--- src/rtl/full_st0_out_serializer_if.sv ---
// Handshake bundle between the stage-0 accumulator array, the serializer and the
// stage-1 control/data FIFO. The slave modport is the serializer's view.
interface full_st0_out_serializer_if #(
  parameter int LANES = 16,
  parameter int WIDTH = 32
);
  logic [3:0]             load_length;
  logic [LANES*WIDTH-1:0] vec_in;
  logic                   vec_in_vld;
  logic                   vec_in_rdy;
  logic [WIDTH-1:0]       stage_1_data;
  logic                   stage_1_data_vld;
  logic                   stage_1_data_fst;
  logic                   stage_1_data_rdy;
  logic                   vec_done;
  logic [1:0]             occupancy;

  modport slave (
    input  load_length, vec_in, vec_in_vld, stage_1_data_rdy,
    output vec_in_rdy, stage_1_data, stage_1_data_vld, stage_1_data_fst,
           vec_done, occupancy
  );

  modport master (
    output load_length, vec_in, vec_in_vld, stage_1_data_rdy,
    input  vec_in_rdy, stage_1_data, stage_1_data_vld, stage_1_data_fst,
           vec_done, occupancy
  );
endinterface

--- src/rtl/full_st0_out_serializer.sv ---
// Ping-pong buffers stage-0 output vectors and streams them lane 0 first into stage 1.
// Optional FULL_ST0_OUT_SER_RELU_EN zeroes negative lane words as they are loaded.
module full_st0_out_serializer #(
  parameter int LANES = 16,
  parameter int WIDTH = 32
) (
  input  logic                         clk,
  input  logic                         reset,
  full_st0_out_serializer_if.slave     bus
);

  typedef enum logic {IDLE, STREAM} state_t;

  localparam logic [3:0] MAX_LEN = 4'(LANES - 1);

  logic [WIDTH-1:0] slot [2][LANES];
  logic [3:0]       len  [2];
  logic             wr_ptr, rd_ptr;
  logic [3:0]       lane_cnt, lane_cnt_next;
  logic [1:0]       occ_q, occ_next;
  logic [WIDTH-1:0] data_q;
  logic             vld_q, fst_q, last_q, done_q;
  state_t           state, state_next;

  logic             in_rdy, accept, advance, load, release_slot;
  logic [3:0]       len_in;
  logic [WIDTH-1:0] word_sel, word_out;

  assign in_rdy                = (occ_q != 2'd2);
  assign bus.vec_in_rdy        = in_rdy;
  assign bus.stage_1_data      = data_q;
  assign bus.stage_1_data_vld  = vld_q;
  assign bus.stage_1_data_fst  = fst_q;
  assign bus.vec_done          = done_q;
  assign bus.occupancy         = occ_q;

  always_comb begin
    accept        = bus.vec_in_vld && in_rdy;
    advance       = !vld_q || bus.stage_1_data_rdy;
    load          = advance && (occ_q != 2'd0);
    // The slot frees as soon as its last lane enters the output register.
    release_slot  = load && (lane_cnt == len[rd_ptr]);
    len_in        = (bus.load_length > MAX_LEN) ? MAX_LEN : bus.load_length;

    occ_next = occ_q;
    if (accept && !release_slot)
      occ_next = occ_q + 2'd1;
    else if (!accept && release_slot)
      occ_next = occ_q - 2'd1;

    lane_cnt_next = lane_cnt;
    if (load)
      lane_cnt_next = release_slot ? '0 : lane_cnt + 4'd1;

    state_next = state;
    unique case (state)
      IDLE:   if (load) state_next = (release_slot && occ_next == 2'd0) ? IDLE : STREAM;
      STREAM: if (release_slot && occ_next == 2'd0) state_next = IDLE;
      default: state_next = IDLE;
    endcase

    word_sel = slot[rd_ptr][lane_cnt];
`ifdef FULL_ST0_OUT_SER_RELU_EN
    word_out = word_sel[WIDTH-1] ? '0 : word_sel;
`else
    word_out = word_sel;
`endif
  end

  always_ff @(posedge clk or posedge reset) begin
    if (reset) begin
      state    <= IDLE;
      wr_ptr   <= 1'b0;
      rd_ptr   <= 1'b0;
      lane_cnt <= '0;
      occ_q    <= '0;
      data_q   <= '0;
      vld_q    <= 1'b0;
      fst_q    <= 1'b0;
      last_q   <= 1'b0;
      done_q   <= 1'b0;
      len[0]   <= '0;
      len[1]   <= '0;
      for (int unsigned s = 0; s < 2; s++)
        for (int unsigned k = 0; k < LANES; k++)
          slot[s][k] <= '0;
    end else begin
      state    <= state_next;
      lane_cnt <= lane_cnt_next;
      occ_q    <= occ_next;
      done_q   <= vld_q && bus.stage_1_data_rdy && last_q;

      if (accept) begin
        for (int unsigned k = 0; k < LANES; k++)
          slot[wr_ptr][k] <= bus.vec_in[k*WIDTH +: WIDTH];
        len[wr_ptr] <= len_in;
        wr_ptr      <= !wr_ptr;
      end

      if (release_slot)
        rd_ptr <= !rd_ptr;

      if (advance) begin
        if (occ_q != 2'd0) begin
          data_q <= word_out;
          vld_q  <= 1'b1;
          fst_q  <= (lane_cnt == 4'd0);
          last_q <= release_slot;
        end else begin
          vld_q  <= 1'b0;
          fst_q  <= 1'b0;
        end
      end
    end
  end

endmodule

--- src/flat_wrapper.sv ---
// flat-port wrapper written by rule: the top's interface ports become plain ports
module full_st0_out_serializer_flat 
#(
  parameter int LANES = 16,
  parameter int WIDTH = 32
)
  (clk, reset, bus_load_length, bus_vec_in, bus_vec_in_vld, bus_stage_1_data_rdy, bus_vec_in_rdy, bus_stage_1_data, bus_stage_1_data_vld, bus_stage_1_data_fst, bus_vec_done, bus_occupancy);
  full_st0_out_serializer_if #(.LANES(LANES), .WIDTH(WIDTH)) bus_i ();
  input  logic clk;
  input  logic reset;
  input wire logic [$bits(bus_i.load_length)-1:0] bus_load_length;
  input wire logic [$bits(bus_i.vec_in)-1:0] bus_vec_in;
  input wire logic [$bits(bus_i.vec_in_vld)-1:0] bus_vec_in_vld;
  input wire logic [$bits(bus_i.stage_1_data_rdy)-1:0] bus_stage_1_data_rdy;
  output wire logic [$bits(bus_i.vec_in_rdy)-1:0] bus_vec_in_rdy;
  output wire logic [$bits(bus_i.stage_1_data)-1:0] bus_stage_1_data;
  output wire logic [$bits(bus_i.stage_1_data_vld)-1:0] bus_stage_1_data_vld;
  output wire logic [$bits(bus_i.stage_1_data_fst)-1:0] bus_stage_1_data_fst;
  output wire logic [$bits(bus_i.vec_done)-1:0] bus_vec_done;
  output wire logic [$bits(bus_i.occupancy)-1:0] bus_occupancy;
  assign bus_i.load_length = bus_load_length;
  assign bus_i.vec_in = bus_vec_in;
  assign bus_i.vec_in_vld = bus_vec_in_vld;
  assign bus_i.stage_1_data_rdy = bus_stage_1_data_rdy;
  assign bus_vec_in_rdy = bus_i.vec_in_rdy;
  assign bus_stage_1_data = bus_i.stage_1_data;
  assign bus_stage_1_data_vld = bus_i.stage_1_data_vld;
  assign bus_stage_1_data_fst = bus_i.stage_1_data_fst;
  assign bus_vec_done = bus_i.vec_done;
  assign bus_occupancy = bus_i.occupancy;
  full_st0_out_serializer #(.LANES(LANES), .WIDTH(WIDTH)) u_core (.clk(clk), .reset(reset), .bus(bus_i));
endmodule
--- config.mk ---
export PLATFORM = sky130hd
export DESIGN_NAME = full_st0_out_serializer_flat
export DESIGN_NICKNAME = d
export VERILOG_FILES = /design/src/rtl/full_st0_out_serializer_if.sv /design/src/rtl/full_st0_out_serializer.sv /design/src/flat_wrapper.sv
export SDC_FILE = /design/constraint.sdc
export NUM_CORES = 2
export LEC_CHECK = 0
export CAP_MARGIN = 15
export CORE_AREA = 8 8 289 360
export CTS_CLUSTER_SIZE = 20
export DETAILED_ROUTE_END_ITERATION = 8
export DIE_AREA = 0 0 297 368
export GPL_ROUTABILITY_DRIVEN = 0
export HOLD_SLACK_MARGIN = 0.06
export PLACE_DENSITY_LB_ADDON = 0.2
export SLEW_MARGIN = 15
export SYNTH_ARGS = -nofsm -noshare
export SYNTH_HDL_FRONTEND = slang
export SYNTH_SLANG_ARGS = --single-unit
export TNS_END_PERCENT = 5
--- constraint.sdc ---
create_clock -name clk -period 50.5 [get_ports clk]
set_clock_uncertainty 0.05 [all_clocks]
set_input_delay 10.1 -clock clk [delete_from_list [all_inputs] [get_ports clk]]
set_output_delay 10.1 -clock clk [all_outputs]
set_load 0.01 [all_outputs]
==> images/cell_classes.png <==
The bar under the picture is 100 um long.
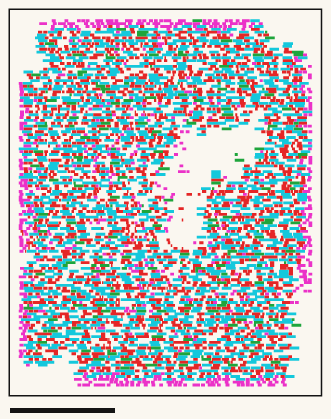
legend:
  all other logic:
    color: red
    cells: 1924
  other buffers and delay cells:
    color: magenta
    cells: 606
  flip-flops:
    color: cyan
    cells: 1076
  clock drivers and dummy loads:
    color: green
    cells: 204
Seq/total area: 45.73%
site row count: 129
final core occ: 59.83%

==> images/port_nets.png <==
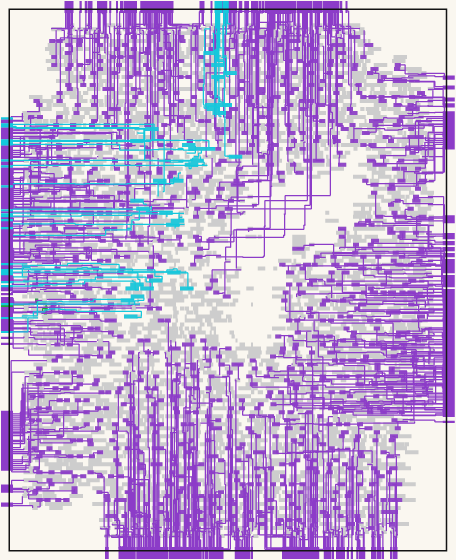
legend:
  bus_stage_1_data_rdy:
    color: green
    direction: input
    edge: left
    end_cells: 3
    wire: 32.5 um
  bus_stage_1_data:
    color: cyan
    direction: output
    edge: 23 left, 9 top
    end_cells: 32
    wire: 3540 um
  bus_vec_in:
    color: purple
    direction: input
    edge: 143 bottom, 132 top, 119 left, 118 right
    end_cells: 1024
    wire: 39.3 mm
IO Pins: 558
port buffer count: 557

==> images/final_congestion.png <==
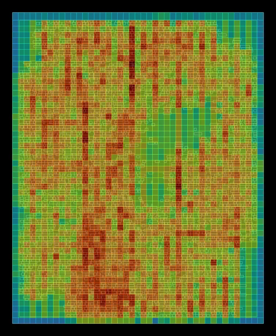
total track usage: 25.30%
met2 Use GR: 39.45%
DR WL/cell: 27.64 um
met1 Use GR: 34.45%

==> images/wire_density.png <==
The bar under the picture is 100 um long. 30 x 37 tiles, from dark purple (low) to yellow (high), scaled to the fullest tile. Values are wire area over tile area, all layers added.
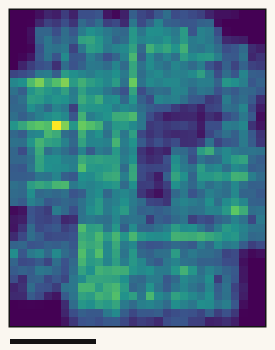
fullest tile: 0.60
nearly empty tiles: 6.0%
tiles over half the peak: 18%
mean over tiles: 0.21

==> impl_metrics.toml <==
# implementation run metrics
[finish]
drive_above_1_share_pct = 35.88

[clock_network]
clk_pin_slew_ns = 0.06
cts_resized = 0
cts-root-buf = "clkbuf_16"
cts_tree = "yes"

[synth]
ys_cells = 3243
topCellsByArea = "dfrtp_1 (55%), mux2_2 (21%), mux2i_1 (6.8%)"
avgSynthCellArea_um2 = 15.02
yosys.area.top_type = "dfrtp_1"
ff_type = "dfrtp_1"
synthCells = 3243
synthTopCellsByCount = "dfrtp_1 (1076), mux2_2 (904), mux2i_1 (333)"
edf_count = 0

[worst_setup_path]
startpoint_type = "primary input"
crit_arrival_ns = 14.42
end_kind = "flip-flop"
critical_path_class = "in2reg"
crit_start = "bus_vec_in_vld"
cp.required_ns = 51.01

[pwr]
vdd_drop_max_uv = 42.87

[route]
vias = 29850
drt_iter0_drc = 2032
wl_met2_mm = 66.22

[sta]
maxSlewViolCount = 0

[grt]
gr-total-overflow = 0
grt_pass1_wl_mm = 210.5
grt_max_degree = 183
first_global_vias = 31740
antenna_found_initial = 52

[die]
fp.dieArea_um2 = 109300

[placement]
post-dp-hpwl_mm = 98.37

[outcome]
status = "finished, final reports clean"

[worst_hold_path]
whs_path_depth = 1

[run]
openroad.warnings = 45
-- final timing paths --
path                       slack [ns]                to
hold reg to reg                  0.44     u_core.last_q
min in group asynchronous        9.93  u_core.slot[317]
hold / removal                   0.44     u_core.last_q
max in group asynchronous       37.11    u_core.slot[1]
setup / recovery                36.58  u_core.slot[469]
setup reg to reg                45.75  u_core.slot[469]
-- critical path, stage by stage --
cell	delay, ns
clkdlybuf4s50_1	0.40
nand2_1	0.10
inv_1	0.10
nand2_4	0.71
buf_4	0.74
buf_4	0.87
buf_4	0.88
mux2_2	0.42
-- cells in the final DEF (no fill, tap or decap), types with 3 or more instances in the layout --
cell             netlist  layout
clkinvlp_4             0       8
xor2_1                 7       7
o21a_1                 5       5
dfrtp_1             1076    1071
mux2_4               129     129
nand2_1               64      63
dfrtp_2                0       3
a22oi_1               91      91
a41oi_1               26      26
clkbuf_1              61      29
bufinv_16              0      10
clkbuf_8               0      20
a311o_1               26      26
clkbuf_16              0     111
nor2_1                33      31
o22ai_1               79      79
nand4_1                5       5
clkinv_2               0      19
mux2_2               904     904
mux2i_1              333     333
inv_6                  0       3
mux4_2                92      92
nand3_1               40      40
xnor2_1                3       3
a211oi_1              26      26
inv_1                  5       4
diode_2                0      30
ha_1                   3       3
a31oi_1                5       5
clkdlybuf4s50_1        0     557
buf_12                 0       5
buf_4                 25      44
o21ai_0               27      27
-- stage by stage --
stage	setup WS [ns]	cells	cell area, um^2
final	36.58	5150	58900
after detailed placement	35.85	4916	55110
after floorplan	10.06	3243	48700
after global placement	35.83	4916	55110
after global routing	36.35	5135	58870
after CTS	36.58	5120	58830
-- state kept, by name (all words and copies together), names as in the netlist --
name	flops
u_core.bus.stage_1_data_vld	1
u_core.lane_cnt	4
u_core.last_q	1
u_core.len	8
u_core.rd_ptr	1
u_core.bus.stage_1_data_fst	1
u_core.bus.occupancy	2
u_core.wr_ptr	1
u_core.bus.vec_done	1
u_core.bus.stage_1_data	32
u_core.slot	1024
-- cell type report --
type	instances	area (um^2)
multi-input combinational	1919	20500
clock buffer	160	3162
clock inverter	44	555.5
fill	7807	39550
timing repair buffer	606	6006
inverter	5	26.28
tap	1310	1639
antenna	30	75.07
sequential	1076	26940
-- cells by family (layout without fill, tap and decap cells) --
family | count (synthesis) | count (layout) | synth area share (%)
multiplexers | 1458 | 1458 | 35.98
flip-flops | 1076 | 1076 | 55.28
AND-OR/OR-AND | 290 | 290 | 4.318
buffers and inverters | 248 | 815 | 2.718
AND/OR/NAND/NOR | 158 | 158 | 1.446
XOR/XNOR | 10 | 10 | 0.1798
adder cells (fa/ha/maj) | 3 | 3 | 0.07708
other | 0 | 30 | 0
-- report_power, final --
part	switching (mW)	leakage [nW]	internal [mW]	total, mW
sequential	0.246	12.7	1.31	1.56
combinational	0.796	10.6	0.897	1.69
clock	0.348	1.81	0.486	0.834
-- layer usage --
| metal | GRT usage [%] | vias up |
|---|---|---|
| met1 | 34.45 | 15820 |
| met3 | 5.769 | 209 |
| met2 | 39.45 | 743 |
| met5 | 0 | - |
| li1 | - | 13060 |
| met4 | 9.858 | 16 |
Power figures rest on the tool's default switching activity, not on a simulated workload.
